[src/rtl/l2_stats_pkg.sv]
// l2_stats_pkg: counter index map and sizing constants for the L2 class statistics block
package l2_stats_pkg;
  localparam int L2_NUM_CNT = 14;
  localparam int L2_ADDR_W = 4;
  typedef enum logic [L2_ADDR_W-1:0] {
    CNT_TOTAL, CNT_BROADCAST, CNT_MULTICAST, CNT_UNICAST, CNT_USERCAST,
    CNT_OVERSIZE, CNT_RUNT, CNT_IP, CNT_OAM, CNT_ETHERTYPE_LB,
    CNT_SAMEMACS, CNT_PTP_L2, CNT_ARP, CNT_NIC_ENCAPS
  } cnt_idx_e;
endpackage

[src/rtl/l2_stat_cnt.sv]
// l2_stat_cnt: one live counter with its shadow copy; L2_STATS_SAT_EN selects saturate instead of wrap
module l2_stat_cnt #(
  parameter int CNT_W = 32
) (
  input  logic             clk_i,
  input  logic             rst_n_i,
  input  logic             en_i,
  input  logic             inc_i,
  input  logic             snap_i,
  input  logic             snap_clr_i,
  input  logic             clr_i,
  output logic [CNT_W-1:0] shadow_o
);
  logic [CNT_W-1:0] live_q, live_d, shadow_q, shadow_d, base;
  always_comb begin
    base = (snap_i && snap_clr_i) ? '0 : live_q;
`ifdef L2_STATS_SAT_EN
    live_d = clr_i ? '0 : (inc_i && !(&base)) ? base + CNT_W'(1) : base;
`else
    live_d = clr_i ? '0 : base + CNT_W'(inc_i);
`endif
    shadow_d = clr_i ? '0 : snap_i ? live_q : shadow_q;
  end
  always_ff @(posedge clk_i or negedge rst_n_i) begin
    if (!rst_n_i) begin
      live_q   <= '0;
      shadow_q <= '0;
    end else if (en_i) begin
      live_q   <= live_d;
      shadow_q <= shadow_d;
    end
  end
  assign shadow_o = shadow_q;
endmodule

[src/rtl/l2_class_stats.sv]
// l2_class_stats: per-class frame counters with atomic snapshot bank and registered read port
// Build option L2_STATS_SAT_EN makes counters saturate instead of wrapping.
module l2_class_stats
  import l2_stats_pkg::*;
#(
  parameter int CNT_W   = 32,
  parameter int NUM_CNT = L2_NUM_CNT
) (
  input  logic                 clk_i,
  input  logic                 rst_n_i,
  input  logic                 clken_i,
  input  logic                 cls_valid_i,
  input  logic [12:0]          cls_flags_i,
  input  logic [NUM_CNT-1:0]   cnt_mask_i,
  input  logic                 snap_i,
  input  logic                 snap_clr_i,
  input  logic                 clr_i,
  input  logic                 rd_en_i,
  input  logic [L2_ADDR_W-1:0] rd_addr_i,
  output logic [CNT_W-1:0]     rd_data_o,
  output logic                 rd_valid_o,
  output logic                 snap_done_o
);
  logic [NUM_CNT-1:0] inc;
  logic [CNT_W-1:0]   shadow [NUM_CNT];
  logic [CNT_W-1:0]   rd_data_q, rd_data_d;
  logic               rd_valid_q, snap_done_q;
  // flag k-1 drives counter k; the total sits at CNT_TOTAL and counts every frame
  assign inc = {NUM_CNT{cls_valid_i}} & cnt_mask_i & {cls_flags_i, 1'b1};
  for (genvar i = 0; i < NUM_CNT; i++) begin : g_cnt
    l2_stat_cnt #(.CNT_W(CNT_W)) u_cnt (
      .clk_i      (clk_i),
      .rst_n_i    (rst_n_i),
      .en_i       (clken_i),
      .inc_i      (inc[i]),
      .snap_i     (snap_i),
      .snap_clr_i (snap_clr_i),
      .clr_i      (clr_i),
      .shadow_o   (shadow[i])
    );
  end
  always_comb begin
    rd_data_d = (rd_addr_i < L2_ADDR_W'(NUM_CNT)) ? shadow[rd_addr_i] : '0;
  end
  always_ff @(posedge clk_i or negedge rst_n_i) begin
    if (!rst_n_i) begin
      rd_data_q   <= '0;
      rd_valid_q  <= 1'b0;
      snap_done_q <= 1'b0;
    end else if (clken_i) begin
      rd_valid_q  <= rd_en_i;
      snap_done_q <= snap_i && !clr_i;
      if (rd_en_i) rd_data_q <= rd_data_d;
    end
  end
  assign rd_data_o   = rd_data_q;
  assign rd_valid_o  = rd_valid_q;
  assign snap_done_o = snap_done_q;
endmodule

[config.mk]
export PLATFORM = sky130hd
export DESIGN_NAME = l2_class_stats
export DESIGN_NICKNAME = d
export VERILOG_FILES = /design/src/rtl/l2_stats_pkg.sv /design/src/rtl/l2_stat_cnt.sv /design/src/rtl/l2_class_stats.sv
export SDC_FILE = /design/constraint.sdc
export NUM_CORES = 2
export LEC_CHECK = 0
export ABC_AREA = 1
export CAP_MARGIN = 10
export CORE_MARGIN = 2
export CORE_UTILIZATION = 35
export CTS_BUF_LIST = sky130_fd_sc_hd__clkbuf_4
export DETAILED_ROUTE_END_ITERATION = 7
export SLEW_MARGIN = 20
export SYNTH_ARGS = -nofsm -noshare
export SYNTH_HDL_FRONTEND = slang
export SYNTH_SLANG_ARGS = --single-unit
export TNS_END_PERCENT = 30
[constraint.sdc]
create_clock -name clk_i -period 1.48 [get_ports clk_i]
set_input_delay 0.444 -clock clk_i [delete_from_list [all_inputs] [get_ports clk_i]]
set_output_delay 0.444 -clock clk_i [all_outputs]
set_load 0.05 [all_outputs]
==> images/port_nets.png <==
Scale: 1 px per micron.
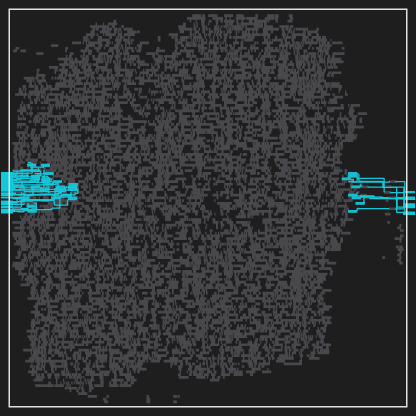
- cyan: `rd_data_o` (bits 32; direction output; end cells 32; buffers 32; wire 1,840 microns)
Port Buffers: 72
top-level I/O count: 73

==> images/pins.png <==
Scale: 1 px per micron. Pins as bars across the die edge, other pins in gray.
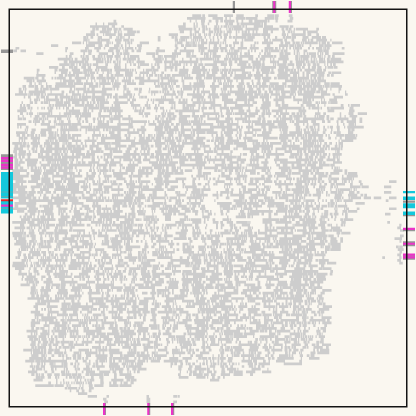
- red: `rd_en_i` (pins 1; direction input; edge left)
- magenta: `cnt_mask_i` (pins 14; direction input; edge 5 left, 4 right, 3 bottom, 2 top)
- cyan: `rd_data_o` (pins 32; direction output; edge 24 left, 8 right)
- all pins by edge: 42 left, 19 right, 6 top, 6 bottom

==> images/final_placement.png <==
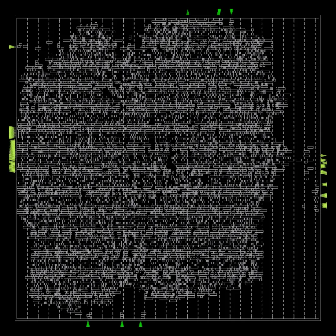
floorplan core area: 152,000 sq um
fillcell total: 15,058
Final Core Density: 46.1%

==> results_slide.txt <==
Synthesis and Place & Route Summary

Final layout
  • P&R area growth vs syn: 30.7%
  • Layout clock buffer count: 412
  • Non-CTS buffers: 950
  • Nets: 8,615
  • Most frequent cells in the layout: nand2_1 (1,863), nand3_1 (1,027), dfrtp_1 (909), o21ai_0 (852), nor2_1 (767)
  • Logic share of the area: 40.4%
  • Sequential fraction of total cell area: 33.2%
  • Clk tree area frac: 4.89%
  • Inverter count: 795
  • Comb area: 28,400 sq um
  • Final Cell Area: 70,300 sq um
  • Non-filler cells, final: 10,778
  • Max-area cell class: logic gates
  • Comb gates: 5,583
  • Ant. Diodes: 12
  • Most numerous logic cell after layout: nand2_1
  • Final-layout non-clock buffer area share: 13.6%

Critical path
  • Worst-path maximum fanout: 2
  • Crit path to: rd_data_o[24]
  • Reg2Reg Depth: 10
  • R2R Path Start: g_cnt[6].u_cnt.live_q[0]$_DFFE_PN0P_
  • CP cell instances: buf_12
  • Worst setup SP type: register
  • Top cell family by delay on the critical path: flip-flops
  • Critical path arrival: 1.94 ns
  • FF-to-FF End: g_cnt[6].u_cnt.live_q[31]$_DFFE_PN0P_
  • CP endpoint kind: primary output
  • CP Launch Point: rd_data_o[24]$_DFFE_PN0P_
  • CP max stage cell: dfrtp_2
  • Crit-path max cell delay: 0.46 ns
  • WP depth: 1
  • WS Path Type: reg2out

Logic synthesis
  • Post-Syn Area per Cell: 6.94 sq um
  • Unique cell types: 33
  • Post-synth area hogs: dfrtp_1 (43%), nand2_1 (14%), nand3_1 (11%)
  • Synth Instances: 7,746
  • Asr flop ratio synth: 100%
  • Post-synth EDFFs: 0
  • Mapped Area: 53,800 sq um
  • Commonest flop: dfrtp_1
  • Yosys warning count: 0
  • Register area share after synthesis: 43.3%
  • FF+latch count, synth: 930
  • Adder Area Share: 0.652%
  • MUX area fraction: 0%
  • Most numerous cell in the Yosys netlist: nand2_1
  • # Cells Yosys: 7,746
  • Cell taking the most area after synthesis: dfrtp_1
  • Post-synthesis net count: 7,813
  • Top-area cell share: 43.3%

Detailed routing
  • Via count: 57,153
  • 1st-pass router iterations: 8
  • Iteration-0 DRC count of the detailed router: 5,750
  • ANT nets after route: 0
  • DR WL met2: 91,300 microns
  • Total wire length: 207,000 microns
  • Wire length per cell: 19.2 microns
  • Met1 WL: 89,700 microns
  • Highest Signal Layer: met5
  • Detail Route met3 WL: 16,800 microns
  • Vias per cell: 5.30
  • DRC violations left: 1

Timing
  • Tcrit/Tclk final: 161%
  • Highest Clock Rate: 420 MHz
  • Final setup vio count: 438
  • Final setup margin: -0.899 ns
  • Count of final hold-check violations: 0
  • Worst Skew: 0.100 ns
  • Worst slew margin: 53.6%
  • Min Hold Slack: 0.0416 ns

Clock tree
  • CTS H-tree depth: 5
  • Reg clk slew, reported paths: 0.06 ns
  • CTS tree: done
  • Max Buffers Root-to-Sink: 4
  • Num CTS Buffers: 288
  • Post-cts resize count: 338
  • # Post-CTS Setup Buffers: 56

Hold path
  • Min-Delay Path Depth: 6
  • HP Start: cls_valid_i
  • WHS Endpoint: g_cnt[1].u_cnt.live_q[0]$_DFFE_PN0P_
  • Worst hold-check path type: in2reg

Run status
  • Status: complete, but fails checks
  • Violated checks: design-rule violations, negative setup slack

Floorplanning
  • Site Rows: 143
  • Die height: 396 microns
  • FP Util: 35.3%
  • Area of the die: 157,000 sq um
  • Die X: 396 microns

Placed design
  • Placed cell count: 10,198
  • Setup WS pre-CTS: -1.44 ns
  • DP HPWL: 148,000 microns
  • Area after DPL: 63,600 sq um

Global route
  • M3 GR Usage: 6.00%
  • Vias in the first global route: 54,737
  • Largest net degree at the start of global routing: 93
  • Most Crowded Layer GR: met2
  • GR Layer Usage met1: 35.2%
  • Gr usage total: 25.9%
  • Met2 GRT Util: 39.0%
  • Global-route wire length before repair: 318,000 microns

Power and ir drop
  • Top power group: sequential cells
  • VDD IR max: 880 uV
  • Seq power: 0.0258 W
  • Power per cell area: 823 nW/um^2
  • Clk pwr share: 43.9%
  • Clk. pwr: 0.0254 W
  • Flop pwr share: 44.7%
  • P_leak: 30.9 nW
  • Comb group: 0.00662 W
  • Power share of the combinational group: 11.4%

Run
  • Max-cap violation count: 0
  • Log Warnings: 43
Power and IR drop assume default switching activity.
